==> src/rtl/divrem_pkg.sv <==
// Shared constants for the iterative DIV/DIVU/REM/REMU unit.
// DIVREM_RADIX4_EN selects two quotient bits per iteration.
package divrem_pkg;

  localparam int DIVREM_XLEN = 32;

  localparam logic [2:0] FUNCT3_DIV  = 3'b100;
  localparam logic [2:0] FUNCT3_DIVU = 3'b101;
  localparam logic [2:0] FUNCT3_REM  = 3'b110;
  localparam logic [2:0] FUNCT3_REMU = 3'b111;

  localparam logic [1:0] ST_IDLE = 2'd0;
  localparam logic [1:0] ST_CALC = 2'd1;
  localparam logic [1:0] ST_DONE = 2'd2;

  typedef struct packed {
    logic q_neg;
    logic r_neg;
    logic sel_rem;
  } divrem_sign_t;

  function automatic int divrem_iter(input int xlen);
`ifdef DIVREM_RADIX4_EN
    return xlen / 2;
`else
    return xlen;
`endif
  endfunction

  localparam int DIVREM_ITER = divrem_iter(DIVREM_XLEN);

endpackage

==> src/rtl/divrem_unit_step.sv <==
// One restoring-division iteration: shift in a dividend bit,
// trial-subtract the divisor, keep the difference when non-negative.
module divrem_step #(
  parameter int XLEN = 32
) (
  input  logic [XLEN:0]   rem_i,
  input  logic            dbit_i,
  input  logic [XLEN-1:0] dvs_i,
  output logic [XLEN:0]   rem_o,
  output logic            qbit_o
);

  logic [XLEN+1:0] diff;

  assign diff   = {rem_i, dbit_i} - {2'b00, dvs_i};
  assign qbit_o = ~diff[XLEN+1];
  assign rem_o  = qbit_o ? diff[XLEN:0]
                         : {rem_i[XLEN-1:0], dbit_i};

endmodule

==> src/rtl/divrem_unit.sv <==
// Iterative DIV/DIVU/REM/REMU unit with start/ready handshake.
// Define DIVREM_RADIX4_EN for two quotient bits per cycle.
module divrem_unit
  import divrem_pkg::*;
#(
  parameter int XLEN = 32,
  parameter int CNTW = 5
) (
  input  logic            iCLK,
  input  logic            iRSTn,
  input  logic            iStart,
  input  logic [2:0]      iFunct3,
  input  logic [XLEN-1:0] iA,
  input  logic [XLEN-1:0] iB,
  input  logic            iAdvance,
  input  logic            iFlush,
  output logic            oBusy,
  output logic            oReady,
  output logic [XLEN-1:0] oResult
);

  localparam int ITER = divrem_iter(XLEN);
  localparam logic [CNTW-1:0] CNT_LAST = CNTW'(ITER - 1);

  logic [1:0]      state_q, state_d;
  logic [CNTW-1:0] cnt_q, cnt_d;
  logic [XLEN-1:0] dvd_q, dvd_d;
  logic [XLEN:0]   rem_q, rem_d;
  logic [XLEN-1:0] dvs_q, dvs_d;
  logic [XLEN-1:0] res_q, res_d;
  divrem_sign_t    sgn_q, sgn_d;

  logic            signed_op;
  logic            a_neg, b_neg;
  logic            b_zero, ovf;
  logic [XLEN:0]   rem_s1, rem_nx;
  logic            q_s1;
  logic [XLEN-1:0] dvd_nx;
  logic [XLEN-1:0] quo_fix, rem_fix;

  assign signed_op = (iFunct3 == FUNCT3_DIV)
                   | (iFunct3 == FUNCT3_REM);
  assign a_neg  = signed_op & iA[XLEN-1];
  assign b_neg  = signed_op & iB[XLEN-1];
  assign b_zero = (iB == '0);
  assign ovf    = signed_op
                & (iA == {1'b1, {(XLEN-1){1'b0}}})
                & (iB == '1);

  divrem_step #(.XLEN(XLEN)) u_step0 (
    .rem_i  (rem_q),
    .dbit_i (dvd_q[XLEN-1]),
    .dvs_i  (dvs_q),
    .rem_o  (rem_s1),
    .qbit_o (q_s1)
  );

`ifdef DIVREM_RADIX4_EN
  logic q_s2;

  divrem_step #(.XLEN(XLEN)) u_step1 (
    .rem_i  (rem_s1),
    .dbit_i (dvd_q[XLEN-2]),
    .dvs_i  (dvs_q),
    .rem_o  (rem_nx),
    .qbit_o (q_s2)
  );

  assign dvd_nx = {dvd_q[XLEN-3:0], q_s1, q_s2};
`else
  assign rem_nx = rem_s1;
  assign dvd_nx = {dvd_q[XLEN-2:0], q_s1};
`endif

  // dvd_nx holds the finished quotient on the last iteration
  assign quo_fix = sgn_q.q_neg ? -dvd_nx : dvd_nx;
  assign rem_fix = sgn_q.r_neg ? -rem_nx[XLEN-1:0]
                               : rem_nx[XLEN-1:0];

  always_comb begin
    state_d = state_q;
    cnt_d   = cnt_q;
    dvd_d   = dvd_q;
    rem_d   = rem_q;
    dvs_d   = dvs_q;
    sgn_d   = sgn_q;
    res_d   = res_q;
    if (iFlush) begin
      state_d = ST_IDLE;
    end else begin
      unique case (1'b1)
        (state_q == ST_IDLE): begin
          if (iStart) begin
            dvd_d = a_neg ? -iA : iA;
            dvs_d = b_neg ? -iB : iB;
            rem_d = '0;
            cnt_d = '0;
            sgn_d = '{q_neg:   a_neg ^ b_neg,
                      r_neg:   a_neg,
                      sel_rem: iFunct3[1]};
            if (b_zero) begin
              res_d   = iFunct3[1] ? iA : '1;
              state_d = ST_DONE;
            end else if (ovf) begin
              res_d   = iFunct3[1] ? '0 : iA;
              state_d = ST_DONE;
            end else begin
              state_d = ST_CALC;
            end
          end
        end
        (state_q == ST_CALC): begin
          rem_d = rem_nx;
          dvd_d = dvd_nx;
          cnt_d = cnt_q + CNTW'(1);
          if (cnt_q == CNT_LAST) begin
            res_d   = sgn_q.sel_rem ? rem_fix : quo_fix;
            state_d = ST_DONE;
          end
        end
        (state_q == ST_DONE): begin
          if (iAdvance) state_d = ST_IDLE;
        end
        default: state_d = ST_IDLE;
      endcase
    end
  end

  always_ff @(posedge iCLK or negedge iRSTn) begin
    if (!iRSTn) begin
      state_q <= ST_IDLE;
      cnt_q   <= '0;
      dvd_q   <= '0;
      rem_q   <= '0;
      dvs_q   <= '0;
      sgn_q   <= '0;
      res_q   <= '0;
    end else begin
      state_q <= state_d;
      cnt_q   <= cnt_d;
      dvd_q   <= dvd_d;
      rem_q   <= rem_d;
      dvs_q   <= dvs_d;
      sgn_q   <= sgn_d;
      res_q   <= res_d;
    end
  end

  assign oBusy   = (state_q == ST_CALC);
  assign oReady  = (state_q == ST_DONE);
  assign oResult = res_q;

endmodule

==> config.mk <==
export PLATFORM = sky130hd
export DESIGN_NAME = divrem_unit
export DESIGN_NICKNAME = d
export VERILOG_FILES = /design/src/rtl/divrem_pkg.sv /design/src/rtl/divrem_unit_step.sv /design/src/rtl/divrem_unit.sv
export SDC_FILE = /design/constraint.sdc
export NUM_CORES = 1
export LEC_CHECK = 0
export CAP_MARGIN = 0
export CORE_MARGIN = 2
export CORE_UTILIZATION = 26
export CTS_CLUSTER_SIZE = 10
export DETAILED_ROUTE_END_ITERATION = 8
export SLEW_MARGIN = 20
export SYNTH_ARGS = -nofsm -noshare
export SYNTH_HDL_FRONTEND = slang
export SYNTH_SLANG_ARGS = --single-unit
==> constraint.sdc <==
create_clock -name iCLK -period 7.2 [get_ports iCLK]
set_input_delay 1.44 -clock iCLK [delete_from_list [all_inputs] [get_ports iCLK]]
set_output_delay 1.44 -clock iCLK [all_outputs]
set_load 0.03 [all_outputs]
==> run_1/layer_met4.png <==
Scale bar: 50 microns. Cells faint in the background.
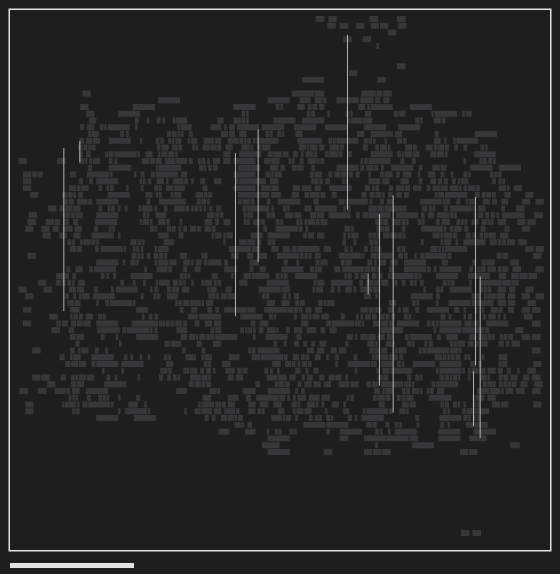
10 nets have wire on it. The wires run mostly vertical. The longest straight run is 87.0 microns.

==> run_1/wires.png <==
Two of the layers only.
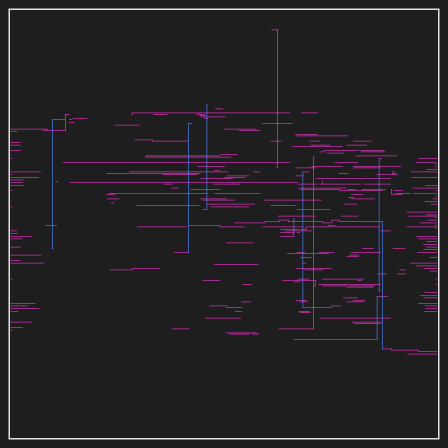
Blue shows metal 4, wire length 579 microns. Magenta shows metal 3, wire length 2930 microns.

==> run_1/clocks.png <==
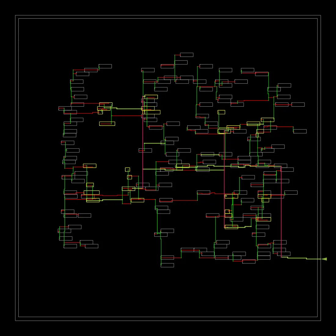
clkbuf count: 24
registers: 139
clock network power: 0.969 mW
number of CTS-inserted buffers: 17

==> CHANGELOG.md, run 1 <==
### Changed

- Cts hold-fix bufs: 0
- Worst Path Max Fanout: approximately 45
- Sequential area share after synthesis: between 20% and 30%
- Seq. pwr: between 1 and 1.5 mW
- Ys Warns: 0
- DIE WIDTH: 217 microns
- Clock slew seen by the registers of the worst setup and hold paths: approximately 0.070 ns
- GP Congestion: 0.903
- HP Class: reg -> reg
- Avg Cell Area, Syn: 7.73 sq um
- EDFF count, synth: 0
- CTS max path bufs: 2
- Max-area cell share: around 30%
- CTS tree: built
- Syn nets: roughly 1600
- Yosys xor share: around 9.9%
- Met2 WL post-DR: ~17000 microns
- Overall power: 3.76 mW
- Synth cell count leaders: nand2_1, o21ai_0, a21oi_1
- Met3 wire len: a little under 3000 microns
- Switch share: around two fifths
- Psw: 1.57 mW
- Hold depth: 2
- Status: finished clean
- CP Class: reg -> reg
- Max-Cap Viols: 0
- Area leader, netlist: dfrtp_1
- Fin Hold WS: slightly below 0.5 ns
- Core ar.: ~45000 sq um
- Top area cell types: dfrtp_1, o21ai_0, a21oi_1
- Final net count: about 1700
- Pins Over Slew Limit: 0
- Slowest-stage cell, CP: nor2_8
- GR peak layer: met1
- Drt first pass iters: 7
- Final min period: between 6 and 7 ns
- Yosys stat chip area: about 12000 sq um
- GR Layer Usage met3: roughly 3.3%
- Met1 Usage GRT: 25.5%
- Initial DRC count: between 1000 and 1500
- Gate power share: between 40% and 50%
- Cells along the critical path: ha_1 > a21o_1 > a31o_2 > a221oi_2 > a2111oi_2 > o21a_2 > nor2_8 > inv_2 > a21oi_1 > ha_1 > nand3b_1 > nor4_1 > nand3_1 > or4_1 > a21oi_1 > a31oi_1 > or4_4 > and3_1 > o31ai_1 > a21oi_1
- Worst Skew: roughly 0.016 ns
- Routed vias: between 10000 and 15000
- Slew @ Worst Pin: 1.03 ns
- P_leak: approximately 5.5 nW
- I/O pins: approximately 110
- Final setup vio count: 0
- Grt met2 use: 25.0%
- Period utilisation layout: 87.0%
- Yosys top cell by instances: nand2_1
- Sink Count: about 140
- Design Area, Final: approximately 14000 sq um
- CP peak stage delay: around 0.67 ns
- Post-Syn Area: about 12000 sq um
- DRC viols: 0
- Top_reg_cell synth: dfrtp_1
- Critical Path Start: rem_q[9]
- Dpl cell area: around 13000 sq um
- Yosys adder share: about 6.2%
- FP Rows: roughly 80
- Routed length per instance: approximately 18 microns
- H-tree level count: 4
- Top cell family by delay on the critical path: simple AND/OR/NAND/NOR gates
- CP Launch Type: flop
- Top comb family, area: AND-OR/OR-AND gates
- Total die size: 47100 sq um
- Clk pwr share: between 20 and 30%
- Mux area share: 2.62%
- Placed Instances: between 2000 and 2500
- Postcts setup bufs: 0
- Maximum clock frequency: about 160 MHz
- WP depth: 20
- Filler cells: roughly 4800
- Buffers & Inverters on Critical Path: 1
- First-pass GRT wire length: around 64000 microns
- Ys flops: roughly 140
- # Cells Yosys: 1528
- Final Core Density: a little under a third
- Grt total ovfl: 0
- Simple share: a little over a fifth
- Logic power comb: approximately 1.6 mW
- End of the critical path: oResult[26]
[run 1: area by class of cell]
| class | instances | area [sq um] | area share (%) |
|---|---|---|---|
| Multi-Input combinational cell | 1253 | 7850 | 55.8 |
| Sequential cell | 139 | 3480 | 24.7 |
| Timing Repair Buffer | 120 | 1160 | 8.28 |
| Tap cell | 600 | 751 | 5.33 |
| Clock buffer | 24 | 502 | 3.57 |
| Inverter | 53 | 199 | 1.41 |
| Clock inverter | 8 | 130 | 0.925 |
| Antenna cell | 1 | 2.50 | 0.0178 |
[run 1: tightest hold or removal path: stages (launching register included)]
cell	delay (ns)
dfrtp_1	0.35
nand2_1	0.05
o21ai_0	0.06
==> run_1/layer_met2.png <==
Cells faint in the background.
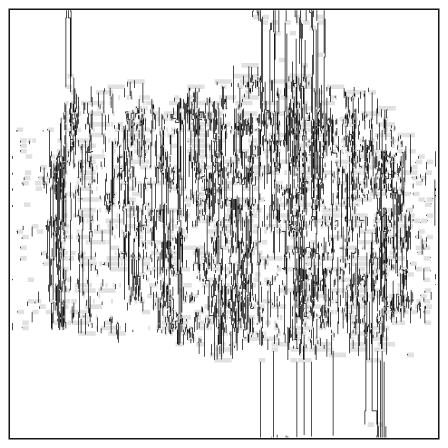

==> inputs of run 2 (changes only) <==
- GPL_ROUTABILITY_DRIVEN: unset -> 0
- SETUP_SLACK_MARGIN: unset -> 0.3
==> run_2/layer_met2.png <==
Cells faint in the background.
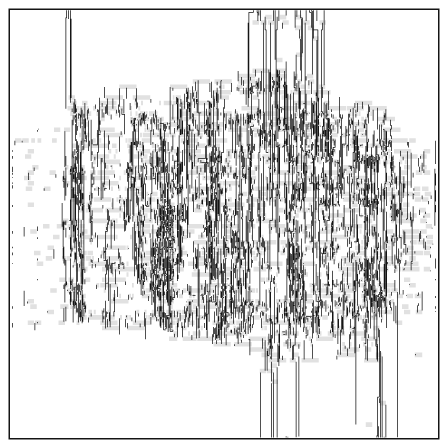
1329 nets have wire on it. The layer carries 16200 microns of wire. The layer holds 42% of the routed length.

==> CHANGELOG.md, run 2 <==
### Changed

- Total die size: 47100 sq um (unchanged)
- GR Layer Usage met3: 3.05% (-0.22 points)
- Tapcells: 600 (unchanged)
- GR peak layer: met1
- Seq. pwr: 1.20 mW (about the same)
- H-tree level count: 4 (unchanged)
- Syn nets: 1640 (unchanged)
- Yosys top cell by instances: nand2_1
- Slew @ Worst Pin: 1.03 ns (-0.00407 ns)
- Non-clk bufs: 119 (-0.83%)
- CP Launch Type: flop
- Top area cell types: dfrtp_1, o21ai_0, a21oi_1
- Avg Cell Area, Syn: 7.73 sq um (unchanged)
- ANT cells: 0 (-1)
- Psw: 1.54 mW (-2.0%)
- Yosys xor share: 9.94% (unchanged)
- Reg area: 3480 sq um (unchanged)
- Grt met2 use: 23.8% (-1.2 points)
- P_leak: 5.54 nW (about the same)
- Post-Syn Area: 11800 sq um (unchanged)
- Final min period: 6.23 ns (-0.0378 ns)
- I/O pins: 106 (unchanged)
- Clk pwr share: 26.0% (+0.2 points)
- Cells along the critical path: ha_1 > a21o_1 > a31o_2 > a221oi_2 > a2111oi_2 > o21a_2 > nor2_8 > inv_2 > mux2i_1 > ha_1 > nand3b_1 > nor4_1 > nand3_1 > or4_1 > a21oi_1 > a31oi_1 > or4_4 > and3_1 > o31ai_1 > a21oi_1
- Clock network power: 0.969 mW (about the same)
- Area leader, netlist: dfrtp_1
- CP Class: reg -> reg
- Simple share: 21.1% (unchanged)
- Logic power comb: 1.57 mW (about the same)
- Cts hold-fix bufs: 0 (unchanged)
- Signal buffers share of area: 8.22% (-0.056 points)
- Comb/total area: 55.8% (about the same)
- Registers: 139 (unchanged)
- DIE WIDTH: 217 microns (unchanged)
- DRC viols: 0 (unchanged)
- CP peak stage delay: 0.65 ns (-0.02 ns)
- Sink Count: 139 (unchanged)
- Final setup vio count: 0 (unchanged)
- Invs w/o clock: 53 (unchanged)
- Mux area share: 2.62% (unchanged)
- Buffers & Inverters on Critical Path: 1 (unchanged)
- Top cell family by delay on the critical path: simple AND/OR/NAND/NOR gates
- Number of CTS-inserted buffers: 17 (unchanged)
- Worst Path Max Fanout: 45 (unchanged)
- Ys flops: 139 (unchanged)
- Worst Skew: 0.0108 ns (-0.00477 ns)
- Switch share: 41.2% (-0.57 points)
- Dpl cell area: 13400 sq um (about the same)
- Placed Instances: 2164 (-0.046%)
- Sequential area share after synthesis: 29.4% (unchanged)
- Yosys stat chip area: 11800 sq um (unchanged)
- Filler cells: 4769 (-1.4%)
- Routed vias: 11700 (+0.69%)
- Core ar.: 45100 sq um (unchanged)
- Top_reg_cell synth: dfrtp_1
- Status: finished clean
- EDFF count, synth: 0 (unchanged)
- Maximum clock frequency: 161 MHz (+0.61%)
- Max-Cap Viols: 0 (unchanged)
==> run 2: how the worst max path moves through the flow <==
stage               from           to  slack (ns)  cells past startpoint
6_report        rem_q[9]  oResult[26]        0.97                     20
5_1_grt        rem_q[10]  oResult[28]        0.42                     20
4_1_cts         rem_q[9]  oResult[26]        1.03                     20
3_5_place_dp    rem_q[9]  oResult[26]        1.05                     20
3_3_place_gp    rem_q[9]  oResult[26]        1.20                     20
2_1_floorplan   rem_q[9]  oResult[26]        1.86                     23
==> run 2: metrics by stage <==
| step | hold WS (ns) | power (mW) |
|---|---|---|
| 3_5_place_dp | 0.474 | 2.76 |
| 3_3_place_gp | 0.469 | 2.74 |
| 6_report | 0.482 | 3.73 |
| 5_1_grt | 0.522 | 3.97 |
| 2_1_floorplan | 0.456 | 2.19 |
| 4_1_cts | 0.489 | 3.75 |
==> run_2/sizes.png <==
Scale bar: 50 microns.
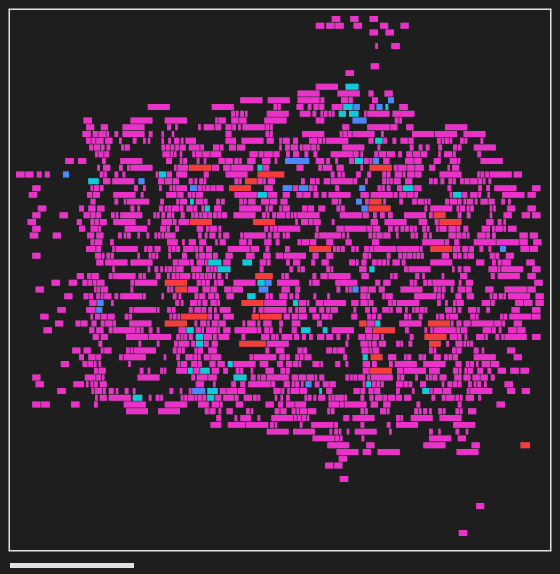

==> inputs of run 3 (changes only) <==
- GPL_TIMING_DRIVEN: unset -> 0
==> run_3/sizes.png <==
Scale bar: 50 microns.
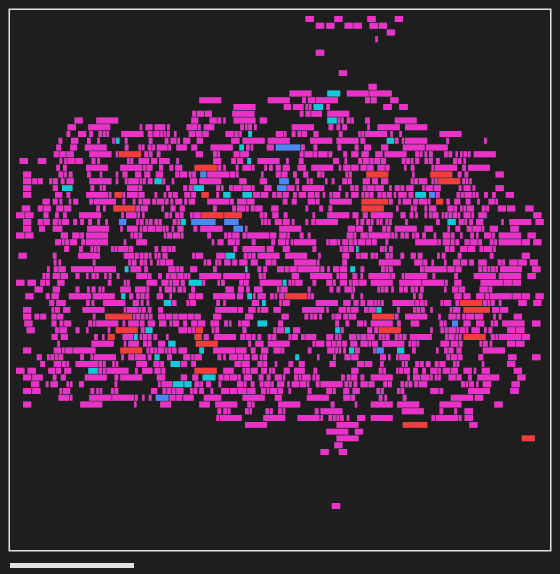
Cyan shows _2 cells, cells 44, share 2.6%. Red shows _6 and larger, cells 29, share 1.7%. Magenta shows _0 and _1 cells, cells 1582, share 95%. Blue shows _3 and _4 cells, cells 12, share 0.72%.

==> CHANGELOG.md, run 3 <==
### Changed

- Worst Skew: 0.0183 ns (+0.00747 ns)
- Yosys stat chip area: 11800 sq um (unchanged)
- CP Launch Type: flop
- Psw: 1.62 mW (+5.2%)
- Maximum clock frequency: 159 MHz (-0.89%)
- Sequential area share after synthesis: 29.4% (unchanged)
- Area leader, netlist: dfrtp_1
- Power per cell area: around 260 nW/um^2
- Ys flops: 139 (unchanged)
- Critical Path Start: rem_q[8]
- Final setup vio count: 0 (unchanged)
- Worst Path Max Fanout: 10 (-78%)
- End of the critical path: oResult[28]
- Number of CTS-inserted buffers: 17 (unchanged)
- Reg area: 3480 sq um (unchanged)
- Cells along the critical path: ha_1 > buf_2 > nand4_1 > nor2_1 > o211ai_1 > a2111oi_4 > o21a_2 > nor2_8 > inv_2 > clkbuf_2 > clkbuf_2 > nor2_1 > a21oi_1 > ha_1 > inv_1 > or4_1 > nor4_1 > a31oi_1 > nor4_1 > a21oi_1 > xor2_1 > o221ai_1
- RSZ-0062 raised after global routing: false
- CP Class: reg -> reg
- Hold Path Sink: oResult[5]
- CP peak stage delay: 0.53 ns (-0.12 ns)
- P_leak: 5.60 nW (+0.97%)
- H-tree level count: 4 (unchanged)
- WP depth: 22 (+10%)
- Final Core Density: a little under a third
- I/O pins: 106 (unchanged)
- Overall power: 3.77 mW (+1.1%)
- Top_reg_cell synth: dfrtp_1
- Switch share: 42.8% (+1.7 points)
- Met1 WL: ~20000 microns
- FP Rows: approximately 80
- Post-Syn Area: 11800 sq um (unchanged)
- Final min period: 6.29 ns (+0.0562 ns)
- Avg Cell Area, Syn: 7.73 sq um (unchanged)
- Slowest-stage cell, CP: or4_1
- Postcts setup bufs: 0
- Post-DP HPWL: 34600 microns
- Clk pwr share: 25.0% (-1.0 points)
- Dpl cell area: 13700 sq um (+1.7%)
- Top cell family by delay on the critical path: simple AND/OR/NAND/NOR gates
- Fin Hold WS: 0.480 ns (-0.00185 ns)
- Setup slack at placement: between 0.5 and 0.6 ns
- Core ar.: 45100 sq um (unchanged)
- ANT cells: 0 (unchanged)
- Clock network power: 0.944 mW (-2.6%)
- Total die size: 47100 sq um (unchanged)
- DRC viols: 0 (unchanged)
- Seq. pwr: 1.18 mW (about the same)
- Setup_tns: 0 ns
- CTS max path bufs: 2
- Logic power comb: 1.65 mW (+5%)
- DIE WIDTH: 217 microns (unchanged)
- Top area cell types: dfrtp_1, o21ai_0, a21oi_1
- Filler cells: 4805 (+0.75%)
- Syn nets: 1640 (unchanged)
- Max reg flops: 33
- Sink Count: 139 (unchanged)
- Grt total ovfl: 0
- Status: finished clean
- Max-Cap Viols: 0 (unchanged)
- Clock slew seen by the registers of the worst setup and hold paths: 0.07 ns
- Placed Instances: 2235 (+3.3%)
- EDFF count, synth: 0 (unchanged)
- Slew @ Worst Pin: 0.903 ns (-0.126 ns)
- Final net count: about 1800
- Vias in the first global route: roughly 12000
- Initial DRC count: between 1000 and 1500
- Cts hold-fix bufs: 0 (unchanged)
- Yosys top cell by instances: nand2_1
- Routed vias: 12300 (+4.4%)
- Buffers & Inverters on Critical Path: 5 (+4)
run 3: logic make-up after synthesis:
kind of cell               share of synthesized area (%)
buffers and inverters                               4.39
xor gates and xnor gates                            9.94
AOI/OAI and AO/OA                                   26.3
and+or+nand+nor                                     21.1
muxes                                               2.62
DFF                                                 29.4
adders and majority gates                           6.17
run 3: final cells by class:
type	count	share of cell area (%)
Clock buffer	18	3.00
Timing Repair Buffer	107	7.61
Inverter	53	1.39
Buffer	83	2.25
Sequential cell	139	24.3
Clock inverter	14	1.28
Tap cell	600	5.25
Multi-Input combinational cell	1253	54.9
run 3: layer usage:
metal | track usage (%) | vias to the layer above
met1 | 25.8 | 5782
met4 | 5.73 | 4
met5 | 0 | -
met3 | 4.23 | 92
li1 | - | 5796
met2 | 28.6 | 579
Power figures rest on the tool's default switching activity, not on a simulated workload.
